$ cat src/rtl/fetch_pkg.sv
// Shared constants and helpers for the instruction prefetch front end.
package fetch_pkg;

    localparam int INST_BYTES = 4;

    // Occupancy/credit counters must hold the value DEPTH itself, hence the extra bit.
    function automatic int cnt_width(input int depth);
        return $clog2(depth) + 1;
    endfunction

endpackage

$ cat src/rtl/fetch_queue.sv
// Synchronous FIFO of {pc, inst} entries; flush wins over push and pop.
module fetch_queue
    import fetch_pkg::*;
#(
    parameter int ADDR_W = 32,
    parameter int DEPTH  = 4
) (
    input  logic                     clk,
    input  logic                     reset_n,
    input  logic                     push,
    input  logic [ADDR_W-1:0]        push_pc,
    input  logic [31:0]              push_inst,
    input  logic                     pop,
    input  logic                     flush,
    output logic [ADDR_W-1:0]        head_pc,
    output logic [31:0]              head_inst,
    output logic                     empty,
    output logic [$clog2(DEPTH):0]   count
);

    localparam int PW = $clog2(DEPTH);
    localparam int CW = cnt_width(DEPTH);

    typedef struct packed {
        logic [ADDR_W-1:0] pc;
        logic [31:0]       inst;
    } fetch_entry_t;

    fetch_entry_t  mem_q [DEPTH];
    fetch_entry_t  mem_d [DEPTH];
    logic [PW-1:0] rd_ptr_q, rd_ptr_d;
    logic [PW-1:0] wr_ptr_q, wr_ptr_d;
    logic [CW-1:0] count_q, count_d;
    logic          do_push, do_pop;

    always_comb begin
        do_push  = push & ~flush;
        do_pop   = pop & ~flush & (count_q != '0);
        mem_d    = mem_q;
        rd_ptr_d = rd_ptr_q;
        wr_ptr_d = wr_ptr_q;
        count_d  = count_q;
        if (flush) begin
            rd_ptr_d = '0;
            wr_ptr_d = '0;
            count_d  = '0;
        end else begin
            if (do_push) begin
                mem_d[wr_ptr_q] = '{pc: push_pc, inst: push_inst};
                wr_ptr_d        = wr_ptr_q + 1'b1;
            end
            if (do_pop) begin
                rd_ptr_d = rd_ptr_q + 1'b1;
            end
            count_d = count_q + CW'(do_push) - CW'(do_pop);
        end
    end

    always_ff @(posedge clk or negedge reset_n) begin
        if (!reset_n) begin
            for (int i = 0; i < DEPTH; i++) begin
                mem_q[i] <= '0;
            end
            rd_ptr_q <= '0;
            wr_ptr_q <= '0;
            count_q  <= '0;
        end else begin
            mem_q    <= mem_d;
            rd_ptr_q <= rd_ptr_d;
            wr_ptr_q <= wr_ptr_d;
            count_q  <= count_d;
        end
    end

    assign head_pc   = mem_q[rd_ptr_q].pc;
    assign head_inst = mem_q[rd_ptr_q].inst;
    assign empty     = (count_q == '0);
    assign count     = count_q;

endmodule

$ cat src/rtl/inst_prefetch_unit.sv
// Instruction prefetch front end: credit-limited read issue, in-order response
// capture into a small queue, and redirect with drop of stale in-flight reads.
module inst_prefetch_unit
    import fetch_pkg::*;
#(
    parameter int                ADDR_W          = 32,
    parameter int                DEPTH           = 4,
    parameter int                MAX_OUTSTANDING = 2,
    parameter logic [ADDR_W-1:0] RESET_PC        = '0
) (
    input  logic              clk,
    input  logic              reset_n,
    input  logic              fetch_en,
    input  logic              redirect_valid,
    input  logic [ADDR_W-1:0] redirect_pc,
    output logic              rd_ram_en,
    output logic [ADDR_W-1:0] rd_ram_addr,
    input  logic              rd_ram_gnt,
    input  logic              rd_ram_rvalid,
    input  logic [31:0]       rd_ram_data,
    output logic              inst_valid,
    input  logic              inst_ready,
    output logic [31:0]       inst_data,
    output logic [ADDR_W-1:0] inst_pc,
    output logic              busy
);

    localparam int                CW        = cnt_width(DEPTH);
    localparam logic [CW:0]       DEPTH_L   = (CW + 1)'(DEPTH);
    localparam logic [CW-1:0]     MAX_OUT_L = CW'(MAX_OUTSTANDING);
    localparam logic [ADDR_W-1:0] PC_STEP   = ADDR_W'(INST_BYTES);

    logic [ADDR_W-1:0] fetch_pc_q, fetch_pc_d;
    logic [ADDR_W-1:0] resp_pc_q, resp_pc_d;
    logic [CW-1:0]     outst_q, outst_d;
    logic [CW-1:0]     drop_q, drop_d;

    logic [CW-1:0]     q_count;
    logic              q_empty, q_push, q_pop;
    logic [ADDR_W-1:0] head_pc;
    logic [31:0]       head_inst;
    logic              credit, req_acc, rsp_ok;

    // Reserving a queue slot per in-flight read means a response can never overflow.
    always_comb begin
        credit = (outst_q < MAX_OUT_L) &&
                 (({1'b0, q_count} + {1'b0, outst_q}) < DEPTH_L);
    end

    assign rd_ram_en   = reset_n & fetch_en & ~redirect_valid & credit;
    assign rd_ram_addr = fetch_pc_q;
    assign req_acc     = rd_ram_en & rd_ram_gnt;
    assign rsp_ok      = rd_ram_rvalid & (outst_q != '0);

    always_comb begin
        fetch_pc_d = fetch_pc_q;
        resp_pc_d  = resp_pc_q;
        outst_d    = outst_q + CW'(req_acc) - CW'(rsp_ok);
        drop_d     = drop_q;
        q_push     = 1'b0;
        if (redirect_valid) begin
            fetch_pc_d = redirect_pc;
            resp_pc_d  = redirect_pc;
            drop_d     = outst_q - CW'(rsp_ok);
        end else begin
            if (req_acc) begin
                fetch_pc_d = fetch_pc_q + PC_STEP;
            end
            if (rsp_ok) begin
                if (drop_q != '0) begin
                    drop_d = drop_q - 1'b1;
                end else begin
                    q_push    = 1'b1;
                    resp_pc_d = resp_pc_q + PC_STEP;
                end
            end
        end
    end

    always_ff @(posedge clk or negedge reset_n) begin
        if (!reset_n) begin
            fetch_pc_q <= RESET_PC;
            resp_pc_q  <= RESET_PC;
            outst_q    <= '0;
            drop_q     <= '0;
        end else begin
            fetch_pc_q <= fetch_pc_d;
            resp_pc_q  <= resp_pc_d;
            outst_q    <= outst_d;
            drop_q     <= drop_d;
        end
    end

    assign q_pop = inst_valid & inst_ready & ~redirect_valid;

    fetch_queue #(
        .ADDR_W (ADDR_W),
        .DEPTH  (DEPTH)
    ) u_queue (
        .clk       (clk),
        .reset_n   (reset_n),
        .push      (q_push),
        .push_pc   (resp_pc_q),
        .push_inst (rd_ram_data),
        .pop       (q_pop),
        .flush     (redirect_valid),
        .head_pc   (head_pc),
        .head_inst (head_inst),
        .empty     (q_empty),
        .count     (q_count)
    );

    assign inst_valid = ~q_empty;
    assign inst_data  = inst_valid ? head_inst : '0;
    assign inst_pc    = inst_valid ? head_pc : '0;
    assign busy       = (outst_q != '0);

    rvalid_without_request : assert property (
        @(posedge clk) disable iff (!reset_n) rd_ram_rvalid |-> (outst_q != '0)
    );

endmodule

$ cat config.mk
export PLATFORM = sky130hd
export DESIGN_NAME = inst_prefetch_unit
export DESIGN_NICKNAME = d
export VERILOG_FILES = /design/src/rtl/fetch_pkg.sv /design/src/rtl/fetch_queue.sv /design/src/rtl/inst_prefetch_unit.sv
export SDC_FILE = /design/constraint.sdc
export NUM_CORES = 1
export LEC_CHECK = 0
export ABC_AREA = 1
export CORE_ASPECT_RATIO = 0.5
export CORE_MARGIN = 2
export CORE_UTILIZATION = 58
export DETAILED_ROUTE_END_ITERATION = 12
export GPL_ROUTABILITY_DRIVEN = 0
export GPL_TIMING_DRIVEN = 0
export PLACE_DENSITY = 0.81
export SETUP_SLACK_MARGIN = 0.02
export SYNTH_ARGS = -nofsm -noshare
export SYNTH_HDL_FRONTEND = slang
export SYNTH_HIERARCHICAL = 1
export SYNTH_SLANG_ARGS = --single-unit
export TNS_END_PERCENT = 50
$ cat constraint.sdc
create_clock -name clk -period 3.47 [get_ports clk]
set_clock_uncertainty 0.2 [all_clocks]
set_input_delay 1.041 -clock clk [delete_from_list [all_inputs] [get_ports clk]]
set_output_delay 1.041 -clock clk [all_outputs]
set_load 0.05 [all_outputs]
==> impl_metrics.csv, run 1 <==
group,metric,value,unit
status,run_status,"finished clean",
cells_and_area,finalNetCount,2550,
floorplanning,floorplan.io_pins,170,
routing,route.met3.wl,4460,microns
sta,tns,0,ps
run,warnings,34,
yosys,asyncSetResetFlopFracSynth,1.00,
clock_network,clock_tree.htree_level_count,1,
yosys,yosys_cells,2251,
routing,via_per_inst,5.65,
routing,routed_wl,49900,microns
sta,worst-slew-pin-transition,690,ps
yosys,synth_flops,333,
floorplanning,die_area,30600,sq um
clock_network,maximum_clock_insertion_buffer_count,3,
yosys,synth_area_leader_cell,"dfrtp_1",
power,powerDensity,536,nW/um^2
sta,timing_hold_violations_final,0,
worst_hold_path,worstHoldPathType,"primary input to asynchronous set/reset pin",
worst_setup_path,required_time_worst_endpoint,2230,ps
yosys,synth-area-yosys,16900,sq um
global_route,grt_max_degree,123,
clock_network,cts_made_buffers,29,
cells_and_area,fillerInstances,2257,
routing,wl_met2,23000,microns
clock_network,tritoncts,"built",
cells_and_area,area_growth,21.4,%
routing,highest-signal-layer,"met5",
sta,layout_setup_ws,70.6,ps
cells_and_area,most-common-layout-cells,"nand2_1, o21ai_0, nor2_1, dfrtp_1, inv_1",
worst_setup_path,cp-end-kind,"primary output",
yosys,topCellsByArea,"dfrtp_1, o21ai_0, nand2_1",
routing,vias,16200,
yosys,seq_area_frac_synth,0.492,
sta,timing.final.crit_period,3400,ps
placed_design,dp_worst_setup_slack,-1460,ps
floorplanning,vertical_die_size,125,microns
run,max_cap_viol_count,0,
cells_and_area,layout.cells.non_filler,2873,
global_route,grt_pass1_wl,80100,microns
placed_design,number_of_port_buffers,169,
floorplanning,floorplan.initialDensity,0.587,
sta,grt_setup_unrepaired,"yes",
worst_setup_path,critPathMaxFanout,10,
power,fin_total_pwr,0.0110,W
placed_design,dpl.cell_count,2814,
cells_and_area,insertedDiodeCount,0,
yosys,synth_largest_type_area_fraction,0.492,
yosys,ys_warns,6,
routing,detail-route-antenna-nets,0,
clock_network,clock_sinks,333,
power,peakVddDrop,395,uV
floorplanning,die_x,246,microns
routing,drt-met1-wl,20600,microns
sta,finalMaxSlewViolations,0,
yosys,postSynth.topFlopCell,"dfrtp_1",
yosys,synth.lib_cells_used.distinct,36,
global_route,grt_overflow_total,0,
global_route,vias_in_the_first_global_route,15400,
yosys,edf_count,0,
sta,max_slew_margin,0.540,
clock_network,clk_pin_slew,70,ps
cells_and_area,layout_top_cell,"nand2_1",
yosys,synth_nets,2341,
worst_setup_path,timing.setup.critical_path_class,"flop to primary output",
global_route,antenna_violations_before_repair,1,
sta,final.period_utilization,0.980,
sta,timing.final.setup_violations,0,
routing,drt_first_iter_violations,1718,
worst_setup_path,startpoint_type,"flop",
sta,clock.fmax,294,MHz
power,power_leakage,9.62,nW
floorplanning,core_region_area,28800,sq um
yosys,synthesis.area,16900,sq um
worst_setup_path,cp_data_arrival_time,2160,ps
placed_design,place_hpwl,33900,microns
floorplanning,core.rowCount,44,
routing,first_pass_iters,7,
yosys,post_synth.cell_area_avg,7.52,sq um
clock_network,clock_root_buffer,"clkbuf_16",
run 1: cell type report:
class | count | area, sq um | share of cell area
plain buffers | 123 | 827 | 0.0402
well taps | 391 | 489 | 0.0238
inverters | 221 | 835 | 0.0406
clock inverters | 14 | 198 | 0.00962
flip-flops and latches | 333 | 8330 | 0.406
clock buffers | 39 | 803 | 0.0391
repair buffers | 179 | 1840 | 0.0894
multi-input cells | 1573 | 7230 | 0.352
run 1: worst max-delay path, stage by stage, from the launching register on:
cell and delay (ps):
dfrtp_1 440, nor2_2 160, nand2_2 160, inv_1 160
buf_8 190, inv_1 70, dlygate4sd2_1 420
run 1: cells in the mapped netlist (9+ instances only):
library cell	count
nand2_1	542
o21ai_0	465
nor2_1	359
dfrtp_1	333
inv_1	212
nand3_1	60
buf_2	56
clkbuf_1	47
a21oi_1	21
xor2_1	19
ha_1	17
o21ai_1	14
o211ai_1	12
nor2_2	11
inv_2	9
run 1: logic make-up (layout without fill, tap and decap cells):
logic type      Yosys count  after routing  synth area share
simple gates           1008           1008             0.239
compound gates          520            520             0.156
xor+xnor                 26             26            0.0135
flops                   333            333             0.492
fa+ha+maj                19             19            0.0149
buf+inv                 345            576            0.0836
run 1: where the power goes:
part           internal [W]  leakage [nW]  switching, W  total (W)
Clock               0.00194         0.474       0.00152    0.00346
Sequential          0.00450          4.43      0.000499    0.00500
Combinational      0.000927          4.72       0.00163    0.00255
Total               0.00736          9.62       0.00365     0.0110
run 1: through the flow:
step                      hold WS (ps)  cell area (sq um)
after floorplan                    242              16900
after global placement             255              19100
after detailed placement           267              19200
after CTS                          117              20200
after global routing               125              20500
final                              111              20500
run 1: layer usage:
layer  track usage  up-vias
met5             0        -
met4         0.121        2
met3        0.0597      144
met2         0.510      808
met1         0.460     7727
li1              -     7556
run 1: flip-flops by register name, indices dropped and copies added, names as in the netlist:
register / flops
u_queue/mem_q: 256
rd_ram_addr: 32
resp_pc_q: 32
drop_q: 3
outst_q: 3
u_queue/count: 3
u_queue/rd_ptr_q: 2
u_queue/wr_ptr_q: 2
run 1: final timing paths:
kind / cells past startpoint / to / start
setup / recovery: 6 / inst_valid / u_queue/count[1]$_DFF_PN0_
hold / removal: 1 / rd_ram_addr[7]$_DFFE_PN0P_ / reset_n
setup reg to reg: 18 / u_queue/count[2]$_DFF_PN0_ / u_queue/count[1]$_DFF_PN0_
hold reg to reg: 2 / rd_ram_addr[0]$_DFFE_PN0P_ / rd_ram_addr[0]$_DFFE_PN0P_
max in group asynchronous: 4 / u_queue/mem_q[152]$_DFFE_PN0P_ / reset_n
min in group clk: 2 / rd_ram_addr[0]$_DFFE_PN0P_ / rd_ram_addr[0]$_DFFE_PN0P_
run 1: repair_timing:
| item | in CTS | in global routing |
|---|---|---|
| gates resized | 448 | 159 |
| endpoints found under the setup margin | 69 | 68 |
| hold buffers | 0 | 0 |
| pin swaps | 0 | 6 |
| buffers inserted | 0 | 3 |
| hold endpoints to repair | 0 | 0 |
| cloned | 2 | 2 |
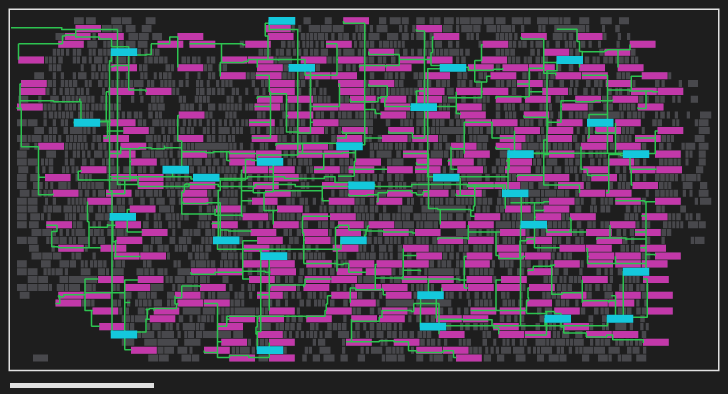
(run_1/clock_wires.png)
The bar under the picture is 50 microns long.
Key: clock wires = green [length 4000 microns]; clock-net drivers = cyan [count 29]; flip-flops = magenta [count 333]
There are 30 routed clock nets. Position of the flops: all over the die.
fraction of power consumed by the clock network: 0.314
clock latency on the worst-skew pair: 560 ps
clock group power: 0.00346 W

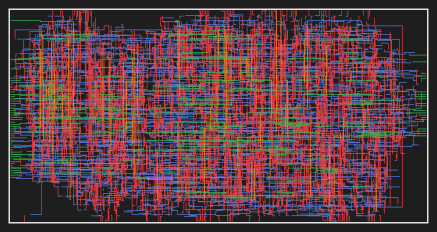
(run_1/layers.png)
Key: M3 = green [wire length 4460 microns]; M5 = purple [wire length 13.8 microns]; M1 = blue [wire length 20.6 mm]; M2 = red [wire length 23.0 mm]; M4 = orange [wire length 1850 microns]

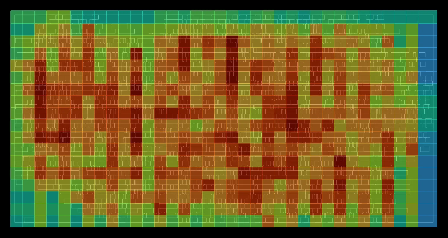
(run_1/congestion_map.png)
average detailed-routed wire length per instance: 17.4 microns
core occupancy in the finished layout: 0.712
routing usage on met1: 0.460
overall track demand over capacity in global routing: 0.327

==> run 2: changes to the inputs <==
--- a/config.mk
+++ b/config.mk
@@ -12,10 +12,12 @@
 export DETAILED_ROUTE_END_ITERATION = 12
 export GPL_ROUTABILITY_DRIVEN = 0
 export GPL_TIMING_DRIVEN = 0
+export HOLD_SLACK_MARGIN = 0.1
 export PLACE_DENSITY = 0.81
+export REMOVE_ABC_BUFFERS = 1
 export SETUP_SLACK_MARGIN = 0.02
 export SYNTH_ARGS = -nofsm -noshare
 export SYNTH_HDL_FRONTEND = slang
 export SYNTH_HIERARCHICAL = 1
 export SYNTH_SLANG_ARGS = --single-unit
-export TNS_END_PERCENT = 50
+export TNS_END_PERCENT = 10
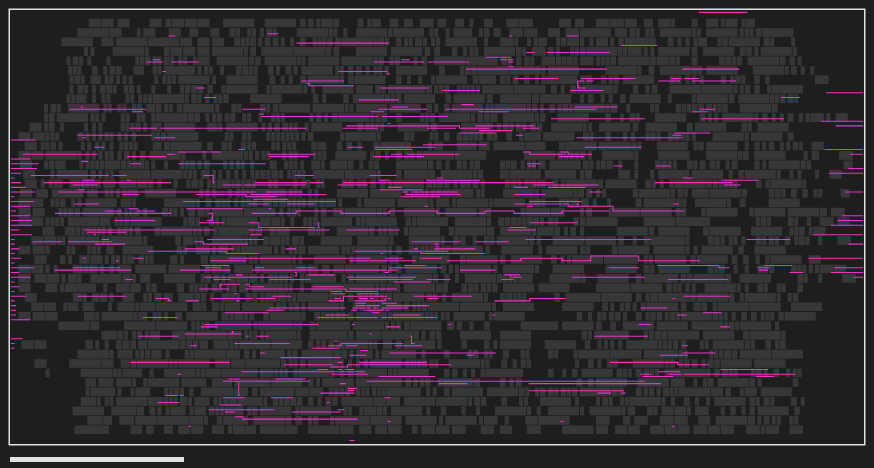
(run_2/m3.png)
The bar under the picture is 50 microns long.
The wires run mostly horizontal. The longest straight run is 79.6 microns.

==> run 2 against run 1 <==
The flow now finishes with violations (negative setup slack). Final area rose by 0.44%. Non-clock buffer count shrank 92. Global-route usage is 2.7 points lower. First-iteration DRC count down 1.6%. Via count shrank 2.6%. Final cell count is 3.0% lower. Critical path type unchanged. Critical endpoint is now inst_pc[4]. Largest cell class unchanged.
==> impl_metrics.csv, run 2 <==
group,metric,value,unit
run,max_cap_viol_count,0,
floorplanning,vertical_die_size,125,microns
floorplanning,core.rowCount,44,
sta,layout_setup_ws,-52.2,ps
cells_and_area,insertedDiodeCount,0,
floorplanning,die_area,30600,sq um
floorplanning,floorplan.initialDensity,0.587,
sta,timing_hold_violations_final,0,
clock_network,clock_tree.htree_level_count,1,
worst_setup_path,startpoint_type,"flop",
yosys,seq_area_frac_synth,0.492,
floorplanning,floorplan.io_pins,170,
cells_and_area,most-common-layout-cells,"nand2_1, o21ai_0, nor2_1, dfrtp_1, inv_1",
yosys,topCellsByArea,"dfrtp_1, o21ai_0, nand2_1",
yosys,synth_area_leader_cell,"dfrtp_1",
clock_network,clock_latency_on_the_worst_skew_pair,570,ps
sta,grt_setup_unrepaired,"yes",
clock_network,clock_sinks,333,
placed_design,placed_area,18800,sq um
yosys,postSynth.topFlopCell,"dfrtp_1",
sta,final.period_utilization,1.02,
clock_network,maximum_clock_insertion_buffer_count,3,
yosys,synth-area-yosys,16900,sq um
sta,tns,-85.1,ps
global_route,top_usage_layer,"met2",
yosys,yosys_cells,2251,
global_route,gr-usage-met3,0.0431,
power,power_leakage,9.58,nW
run,warnings,35,
cells_and_area,finalNetCount,2464,
floorplanning,core_region_area,28800,sq um
sta,whs,157,ps
yosys,ys_warns,6,
status,run_status,"finished with violations",
placed_design,dp_worst_setup_slack,-1140,ps
global_route,use_met2,0.487,
global_route,vias_in_the_first_global_route,14600,
worst_setup_path,timing.setup.critical_path_class,"flop to primary output",
sta,worst-slew-pin-transition,772,ps
routing,avgRoutedWirePerCell,17.4,microns
placed_design,number_of_port_buffers,169,
power,powerDensity,529,nW/um^2
yosys,synth.lib_cells_used.distinct,36,
yosys,synthesis.area,16900,sq um
routing,routed_wl,48600,microns
cells_and_area,layout_top_cell,"nand2_1",
status,violations,"negative setup slack",
global_route,grt_max_degree,128,
sta,timing.final.setup_violations,2,
worst_setup_path,cp_data_arrival_time,2280,ps
sta,finalMaxSlewViolations,0,
cells_and_area,top_register,"u_queue/mem_q",
floorplanning,die_x,246,microns
cells_and_area,fillerInstances,2249,
global_route,grt_pass1_wl,74300,microns
placed_design,place_hpwl,26000,microns
worst_setup_path,critPathMaxFanout,17,
worst_hold_path,worstHoldPathType,"primary input to asynchronous set/reset pin",
clock_network,clock_root_buffer,"clkbuf_16",
sta,clock.fmax,284,MHz
yosys,yosysMostFrequentCell,"nand2_1",
clock_network,clk_pin_slew,70,ps
clock_network,cts_made_buffers,30,
clock_network,tritoncts,"built",
routing,via_per_inst,5.67,
-- run 2: cell counts after synthesis --
Identical to the previous run, type by type.
-- run 2: final timing paths --
path / endpoint / cells past startpoint
max in group asynchronous: u_queue/mem_q[209]$_DFFE_PN0P_ / 3
min: rd_ram_addr[8]$_DFFE_PN0P_ / 1
max reg2reg: u_queue/count[2]$_DFF_PN0_ / 17
max: inst_pc[4] / 8
min in group clk: u_queue/mem_q[60]$_DFFE_PN0P_ / 2
min reg2reg: u_queue/mem_q[60]$_DFFE_PN0P_ / 2
-- run 2: timing repair --
action,4_1_cts,5_1_grt
gates cloned,11,7
setup endpoints to repair,68,97
buffers inserted,8,9
gates resized,410,137
pin swaps,1,5
-- run 2: cells by family after synthesis --
family / count (synthesis) / synth area share
AND-OR/OR-AND: 520 / 0.156
adder cells (fa/ha/maj): 19 / 0.0149
flip-flops: 333 / 0.492
buffers and inverters: 345 / 0.0836
AND/OR/NAND/NOR: 1008 / 0.239
XOR/XNOR: 26 / 0.0135
-- run 2: power breakdown --
group	leakage, nW	total [W]	switching, W	internal (W)
Clock	0.491	0.00339	0.00149	0.00190
Combinational	4.67	0.00251	0.00160	0.000913
Sequential	4.43	0.00501	0.000514	0.00450
-- run 2: area by class of cell --
| type | count | area (sq um) | share of cell area |
|---|---|---|---|
| Clock buffer | 45 | 918 | 0.0445 |
| Timing Repair inverter | 5 | 58.8 | 0.00285 |
| Clock inverter | 10 | 82.6 | 0.00400 |
| Tap cell | 391 | 489 | 0.0237 |
| Multi-Input combinational cell | 1573 | 7300 | 0.354 |
| Inverter | 221 | 911 | 0.0441 |
| Sequential cell | 333 | 8340 | 0.404 |
| Timing Repair Buffer | 210 | 2540 | 0.123 |
-- run 2: metrics by stage --
step                instances  utilization
detailed placement       2698        0.653
CTS                      2772        0.700
global placement         2687        0.642
finish                   2788        0.716
floorplan                2127            -
global route             2788        0.716
-- run 2: layer usage --
layer | part of all wire | routed length (microns)
met5 | 0 | 0
met4 | 0.029 | 1430
met3 | 0.086 | 4190
met2 | 0.46 | 22500
met1 | 0.42 | 20500
-- run 2: critical path, stage by stage, from the launching register on --
cell	delay, ps
dfrtp_4	500
buf_16	200
clkinv_8	110
buf_16	170
o21ai_0	250
o21ai_1	130
inv_1	110
nor2_2	60
buf_6	150
Power and IR drop assume default switching activity.
